Routed metal, one colour a layer:
(4 px per µm)
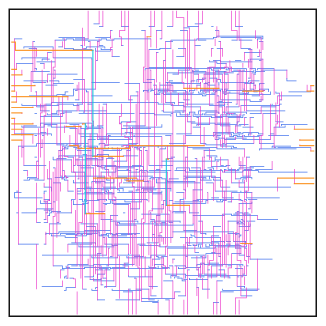
Pin placement:
(4 px per µm) Pins as bars across the die edge, other pins in grey.
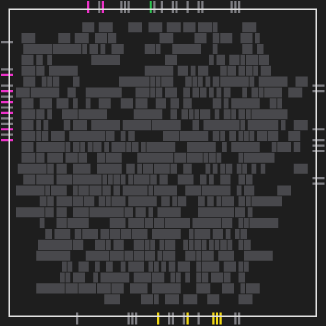
Track usage over the die:
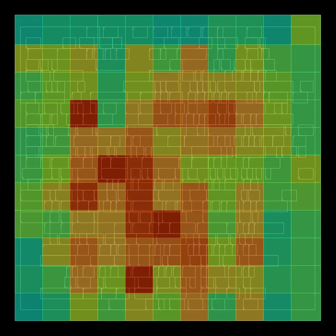
Wires at chosen ports, followed through buffers:
(4 px per µm)
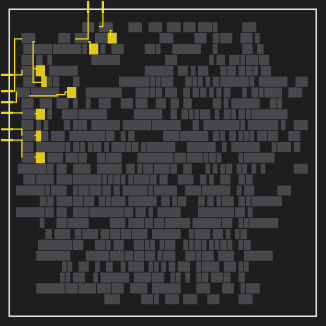
Register map, names as in the netlist:
(4 px per µm)
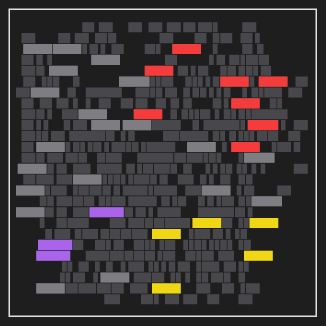
## src/rtl/mem_access_ctrl.sv

```systemverilog
// Request sequencer in front of a single-port data memory: turns load/store bursts into
// fixed-timing address/data/strobe sequences and returns responses over a backpressured channel.
module mem_access_ctrl #(
    parameter int unsigned ADDR_W = 5,
    parameter int unsigned DATA_W = 8,
    parameter int unsigned RD_LAT = 1
) (
    input  logic              clk,
    input  logic              rst,
    input  logic              req_valid,
    output logic              req_ready,
    input  logic              req_write,
    input  logic [ADDR_W-1:0] req_addr,
    input  logic [DATA_W-1:0] req_wdata,
    input  logic [1:0]        req_len,
    output logic              rsp_valid,
    input  logic              rsp_ready,
    output logic [DATA_W-1:0] rsp_rdata,
    output logic              rsp_last,
    output logic              busy,
    output logic [ADDR_W-1:0] mem_addr,
    output logic [DATA_W-1:0] mem_data_in,
    output logic              mem_read_write,
    input  logic [DATA_W-1:0] mem_data_out
);

    localparam logic [1:0] WaitInit = 2'(RD_LAT);

    typedef enum logic [2:0] {
        StIdle,
        StSetup,
        StStrobe,
        StWait,
        StResp,
        StWack
    } state_t;

    state_t            state_q;
    logic              write_q;
    logic [ADDR_W-1:0] addr_q;
    logic [DATA_W-1:0] wdata_q;
    logic [1:0]        len_q;
    logic [1:0]        beat_q;
    logic [1:0]        wait_q;
    logic              last_beat;

    assign last_beat = (beat_q == len_q);

    // Every output is a flop so the memory sees clean, glitch-free address/data/strobe lines.
    always_ff @(posedge clk) begin
        if (rst) begin
            state_q        <= StIdle;
            write_q        <= 1'b0;
            addr_q         <= '0;
            wdata_q        <= '0;
            len_q          <= 2'd0;
            beat_q         <= 2'd0;
            wait_q         <= 2'd0;
            req_ready      <= 1'b1;
            busy           <= 1'b0;
            rsp_valid      <= 1'b0;
            rsp_rdata      <= '0;
            rsp_last       <= 1'b0;
            mem_addr       <= '0;
            mem_data_in    <= '0;
            mem_read_write <= 1'b0;
        end else begin
            unique case (state_q)
                StIdle: begin
                    if (req_valid && req_ready) begin
                        write_q        <= req_write;
                        addr_q         <= req_addr;
                        wdata_q        <= req_wdata;
                        len_q          <= req_len;
                        beat_q         <= 2'd0;
                        mem_addr       <= req_addr;
                        mem_data_in    <= req_wdata;
                        mem_read_write <= 1'b0;
                        req_ready      <= 1'b0;
                        busy           <= 1'b1;
                        state_q        <= StSetup;
                    end
                end

                StSetup: begin
                    if (write_q) begin
                        mem_read_write <= 1'b1;
                        state_q        <= StStrobe;
                    end else begin
                        wait_q  <= WaitInit;
                        state_q <= StWait;
                    end
                end

                StStrobe: begin
                    mem_read_write <= 1'b0;
                    if (last_beat) begin
                        rsp_valid <= 1'b1;
                        rsp_last  <= 1'b1;
                        rsp_rdata <= '0;
                        state_q   <= StWack;
                    end else begin
                        beat_q      <= beat_q + 2'd1;
                        addr_q      <= addr_q + ADDR_W'(1);
                        wdata_q     <= wdata_q + DATA_W'(1);
                        mem_addr    <= addr_q + ADDR_W'(1);
                        mem_data_in <= wdata_q + DATA_W'(1);
                        state_q     <= StSetup;
                    end
                end

                StWait: begin
                    if (wait_q <= 2'd1) begin
                        rsp_rdata <= mem_data_out;
                        rsp_valid <= 1'b1;
                        rsp_last  <= last_beat;
                        state_q   <= StResp;
                    end else begin
                        wait_q <= wait_q - 2'd1;
                    end
                end

                StResp: begin
                    if (!rsp_valid) begin
                        rsp_last  <= 1'b0;
                        req_ready <= 1'b1;
                        busy      <= 1'b0;
                        state_q   <= StIdle;
                    end else if (rsp_ready) begin
                        rsp_valid <= 1'b0;
                        rsp_last  <= 1'b0;
                        if (last_beat) begin
                            req_ready <= 1'b1;
                            busy      <= 1'b0;
                            state_q   <= StIdle;
                        end else begin
                            beat_q   <= beat_q + 2'd1;
                            addr_q   <= addr_q + ADDR_W'(1);
                            mem_addr <= addr_q + ADDR_W'(1);
                            state_q  <= StSetup;
                        end
                    end
                end

                StWack: begin
                    if (rsp_ready) begin
                        rsp_valid <= 1'b0;
                        rsp_last  <= 1'b0;
                        req_ready <= 1'b1;
                        busy      <= 1'b0;
                        state_q   <= StIdle;
                    end
                end

                default: begin
                    mem_read_write <= 1'b0;
                    rsp_valid      <= 1'b0;
                    rsp_last       <= 1'b0;
                    req_ready      <= 1'b1;
                    busy           <= 1'b0;
                    state_q        <= StIdle;
                end
            endcase
        end
    end

endmodule

```

## config.mk

```make
export PLATFORM = sky130hd
export DESIGN_NAME = mem_access_ctrl
export DESIGN_NICKNAME = d
export VERILOG_FILES = /design/src/rtl/mem_access_ctrl.sv
export SDC_FILE = /design/constraint.sdc
export NUM_CORES = 1
export LEC_CHECK = 0
export ABC_AREA = 1
export ABC_CLOCK_PERIOD_IN_PS = 1300
export CORE_UTILIZATION = 35
export CTS_BUF_LIST = sky130_fd_sc_hd__clkbuf_16
export DETAILED_ROUTE_END_ITERATION = 8
export PLACE_DENSITY_LB_ADDON = 0.25
export SYNTH_ARGS = -nofsm -noshare
export SYNTH_HDL_FRONTEND = slang
export SYNTH_SLANG_ARGS = --single-unit
```

## constraint.sdc

```tcl
create_clock -name clk -period 1.3 [get_ports clk]
set_input_delay 0.26 -clock clk [delete_from_list [all_inputs] [get_ports clk]]
set_output_delay 0.26 -clock clk [all_outputs]
set_load 0.02 [all_outputs]
```

==> summary.txt <==
Flow results.

- The final reports fail on setup timing.
- The area share of the leading cell type in the synthesized netlist is 37.21%.
- Nets still carrying antenna violations after routing amount to 0.
- The routability-driven placement congestion ratio is 0.8182.
- The instance tally after logic synthesis is 287.
- The horizontal die dimension is 76.39 µm.
- The worst setup slack after layout is -0.07664 ns.
- The die extent in y is 76.39 µm.
- Cells with a size suffix above 1 make up 32.39% of the layout.
- In this run the tools logged warnings totalling 31.
- The power density of the placed cells is 2009 nW/µm².
- Yosys reported a register bit count of 36.
- The final count of negative-setup-slack endpoints is 10.
- The clock tree from TritonCTS is done.
- In this run the worst setup path begins at state_q[2]$_SDFFE_PP0P_.
- The data required time of the worst path is 1.51 ns.
- The number of H-tree levels is 2.
- After synthesis, the design contains 287 cells according to Yosys.
- Per the final report, max-transition violations number 0.
- The largest individual stage delay along the critical path comes from the cell dfxtp_4.
- The final hold violation count recorded for this run is 0.
- The CTS sink count is 36.
- The largest net degree at the start of global routing is 20.
- The report counts max-capacitance violations totalling 0.
- The flow ran to the end, but the final reports show violations.
- Yosys printed 0 warnings.
- The post-place instance area is 2853 µm².
- For this run, the register share of the synthesized area comes to 37.21%.
- The peak fanout along the critical path is 5.
- Static timing analysis puts the maximum clock frequency at 726.4 MHz.
- The final critical path takes up 105.9% of the cycle.
- For reference, the top cells by area after synthesis are dfxtp_1 37%, nand2_1 17%, nor2_1 6.6%.
- The kind of cell adding the most delay to the critical path is simple AND/OR/NAND/NOR gates.
- After floorplanning, the core was divided into 26 placement rows.
- The number of global-route vias before repair is 1995.
- The yosys stat chip area is 1937 µm².
- The global-route wire length before repair is 8832 µm.
- The largest single stage delay on the critical path is 0.36 ns.
- In this run the mean area of a mapped cell was 6.749 µm².
- For the pin with the worst max-slew slack, the measured transition is 0.2994 ns.
- The synthesized netlist occupies a cell area of 1937 µm².
- The cell chosen for the clock root is clkbuf_16.
- Data on the critical path arrives at its endpoint at 1.59 ns.
- For this design the static power due to leakage is 0.001519 µW.
- Sorting the Yosys area breakdown by cell type puts at the top dfxtp_1.
- The nature of the critical path endpoint is a register.
- The final timing report lists clock skew as 0.004715 ns.
- Final hold analysis gives a worst-case slack of 0.4649 ns.
- Setup repair after global routing could not meet its margin everywhere.
- The fill cell total of the finished layout is 472.
- Post-CTS repair changed the size of 52 cells.
- Along the critical path, the tally of buffer and inverter instances is 2.
- The total global-route track usage is 18.72%.
- The cell repeated most along the worst path is buf_4.
- In the routed design, unresolved DRC markers number 0.
- Relative to the synthesized area, the layout overhead comes to 71.90%.
- The worst hold path begins at rsp_rdata[2]$_SDFFE_PP0P_.
- The number of buffers inserted to repair setup after CTS is 2.
- At the end of the flow, the number of nets in the layout was 423.
- The number of buffers added by the clock tree synthesis step is 5.
- Per the post-synthesis report, the nets total 321.
- Detailed placement finished with a half-perimeter wire length of 3822 µm.
- Traced cell by cell, the critical path runs through buf_4, nor2_2, buf_4, nand3_1, nand3_2, nand2_2, a21oi_2.
- The number of buffers inserted for hold repair after clock tree synthesis is 0.
- Per the CTS log, the buffer count on the longest clock path is 2.
- The number of antenna violations at the first check in global routing was 0.
- The number of antenna diodes in the final layout is 0.
- The worst max-slew margin expressed relative to the limit is 79.96%.
- The worst register-to-register path begins at state_q[2]$_SDFFE_PP0P_.
- The post-CTS clock slew at the launch and capture registers of the worst setup and hold paths is 0.05 ns.
- The routed wire length is 5840 µm.
- The type of the worst min-delay path is reg -> reg.
- In this run the full chip footprint comes out at 5835 µm².
- The largest voltage drop on the vdd net is 1090 µV.
- The element type at the critical path start is a register.
- The clock latency on the worst-skew pair is 0.28 ns.
- The final period demand of the worst path is 1.377 ns.
- Before placement the cells fill 37.21% of the core.
- The critical path in this run is classified as reg -> reg.
- The core region area is 5205 µm².
- The final design instance area without fill is 3329 µm².
- After detailed routing, the number of vias per cell comes to 4.867.
- The total chip power is 6690 µW.
- The sum of overflow across all layers after global routing is 0.
- In the log, the iteration count for the first detailed-route pass is 4.
- Prior to clock tree synthesis, the placed netlist has a worst setup slack of -0.3046 ns.
- The total vias in the final route is 2234.
- The violation count after the first detailed-route iteration is 108.
- The number of library cell types mapped by synthesis is 29.
-- 'routed metal, one colour a layer' (at the start) --
M2: marked magenta, wire length 3040 µm. M1: marked blue, wire length 2550 µm. M3: marked orange, wire length 190 µm. M4: marked cyan, wire length 60.5 µm.

-- 'pin placement' (at the start) --
`rsp_last`: marked green, pins 1, direction output, edge top. `mem_addr`: marked yellow, pins 5, direction output, edge bottom. `mem_data_out`: marked magenta, pins 8, direction input, edge 6 left, 2 top.
All pins by edge: 17 top, 15 bottom, 14 left, 8 right.

-- 'track usage over the die' (at the start) --
per-cell routed wire length: 12.72 µm
GR met3 Demand/Resource: 4.072%
share of the core filled with cells: 63.97%
layer with the highest usage: met2

-- 'wires at chosen ports, followed through buffers' (at the start) --
`mem_data_out`: marked yellow, direction input, end cells 8, buffers 8, wire 82.0 µm.
I/O pins: 54
number of port buffers: 53

-- 'register map, names as in the netlist' (at the start) --
`mem_addr`: marked yellow, placed flops 5. `wdata_q`: marked red, placed flops 8. `state_q`: marked purple, placed flops 3.
Another 20 sequential cells are not coloured.
Seq group: 1720 µW
FF+latch area: 737.0 µm²
register share of the cell area: 22.13%

[final timing paths]
| check | end | cells after the start | slack (ns) |
|---|---|---|---|
| min | rsp_rdata[2]$_SDFFE_PP0P_ | 2 | 0.46 |
| max | rsp_last$_SDFFE_PP0P_ | 7 | -0.08 |
| min reg2reg | rsp_rdata[2]$_SDFFE_PP0P_ | 2 | 0.46 |
| max reg2reg | rsp_last$_SDFFE_PP0P_ | 7 | -0.08 |
[per-layer routing]
metal,up-vias,GRT usage (%),wire length (µm)
met5,-,0,0
met4,0,6.346,60
met3,6,4.072,190
met2,46,33.33,3037
met1,1046,22.05,2551
li1,1136,-,-
[logic make-up (layout without fill, tap and decap cells)]
family / after synthesis / after routing / share of synthesized area, %
buf+inv: 28 / 129 / 5.490
xor+xnor: 6 / 6 / 2.714
simple gates: 160 / 161 / 36.11
fa+ha+maj: 6 / 6 / 3.876
compound gates: 51 / 51 / 14.60
flops: 36 / 36 / 37.21
[metrics by stage]
step	setup TNS (ns)	instances
4_1_cts	-0.01410	453
2_1_floorplan	-0.01918	287
3_5_place_dp	-7.585	444
3_3_place_gp	-6.799	444
5_1_grt	-2.079	459
6_report	-0.2100	459
[layout by cell type, fill, tap and decap left out, types with 2 or more instances in the layout]
cell	n
a21oi_1	18
a21oi_2	7
a31oi_1	2
buf_12	2
buf_4	35
buf_6	7
clkbuf_16	5
clkdlybuf4s50_1	25
clkinv_2	2
dfxtp_1	29
dfxtp_2	4
dfxtp_4	3
dlygate4sd2_1	25
dlymetal6s2s_1	2
ha_1	4
inv_1	17
inv_2	3
inv_4	2
inv_6	2
nand2_1	71
nand2_2	12
nand2_4	7
nand2_8	2
nand3_1	15
nand3_2	5
nand3_4	3
nand4_1	2
nor2_1	25
nor2_2	5
nor2_4	8
o21ai_0	13
o21ai_1	8
or2_2	3
xnor2_1	3
xor2_1	3
[synth_stat cells (all sizes together)]
cell    instances
ha              6
xnor2           3
nand2          92
clkbuf          2
dfxtp          36
or2             3
o31ai           1
xor2            3
buf             2
nor2           38
nand3          22
nor3            2
nand4           2
inv            24
o21ai          22
a31oi           2
nand3b          1
a21oi          26
[flip-flops by register name, indices dropped and copies added, names as in the netlist]
name	flops
rsp_rdata	8
wdata_q	8
mem_addr	5
state_q	3
beat_q	2
len_q	2
wait_q	2
busy	1
mem_read_write	1
req_ready	1
rsp_last	1
rsp_valid	1
write_q	1
[power by group]
part | switching [µW] | leakage [µW] | internal [µW]
logic | 2200 | 0.00115 | 1650
clock network | 430 | 0.0000709 | 688
registers | 273 | 0.000298 | 1440
total | 2900 | 0.00152 | 3790
[final cells by class]
class | instances | area, µm² | area share (%)
repair buffers | 97 | 880.8 | 26.46
clock buffers | 5 | 125.1 | 3.758
clock inverters | 2 | 8.758 | 0.2631
multi-input cells | 224 | 1375 | 41.30
repair inverters | 1 | 5.005 | 0.1503
inverters | 24 | 110.1 | 3.307
well taps | 70 | 87.58 | 2.631
flip-flops and latches | 36 | 737.0 | 22.13
[tightest hold or removal path: stages, from the launching register on]
cell and delay (ns):
dfxtp_1 0.30, nand2_1 0.06, a21oi_1 0.06
Power figures rest on the tool's default switching activity, not on a simulated workload.
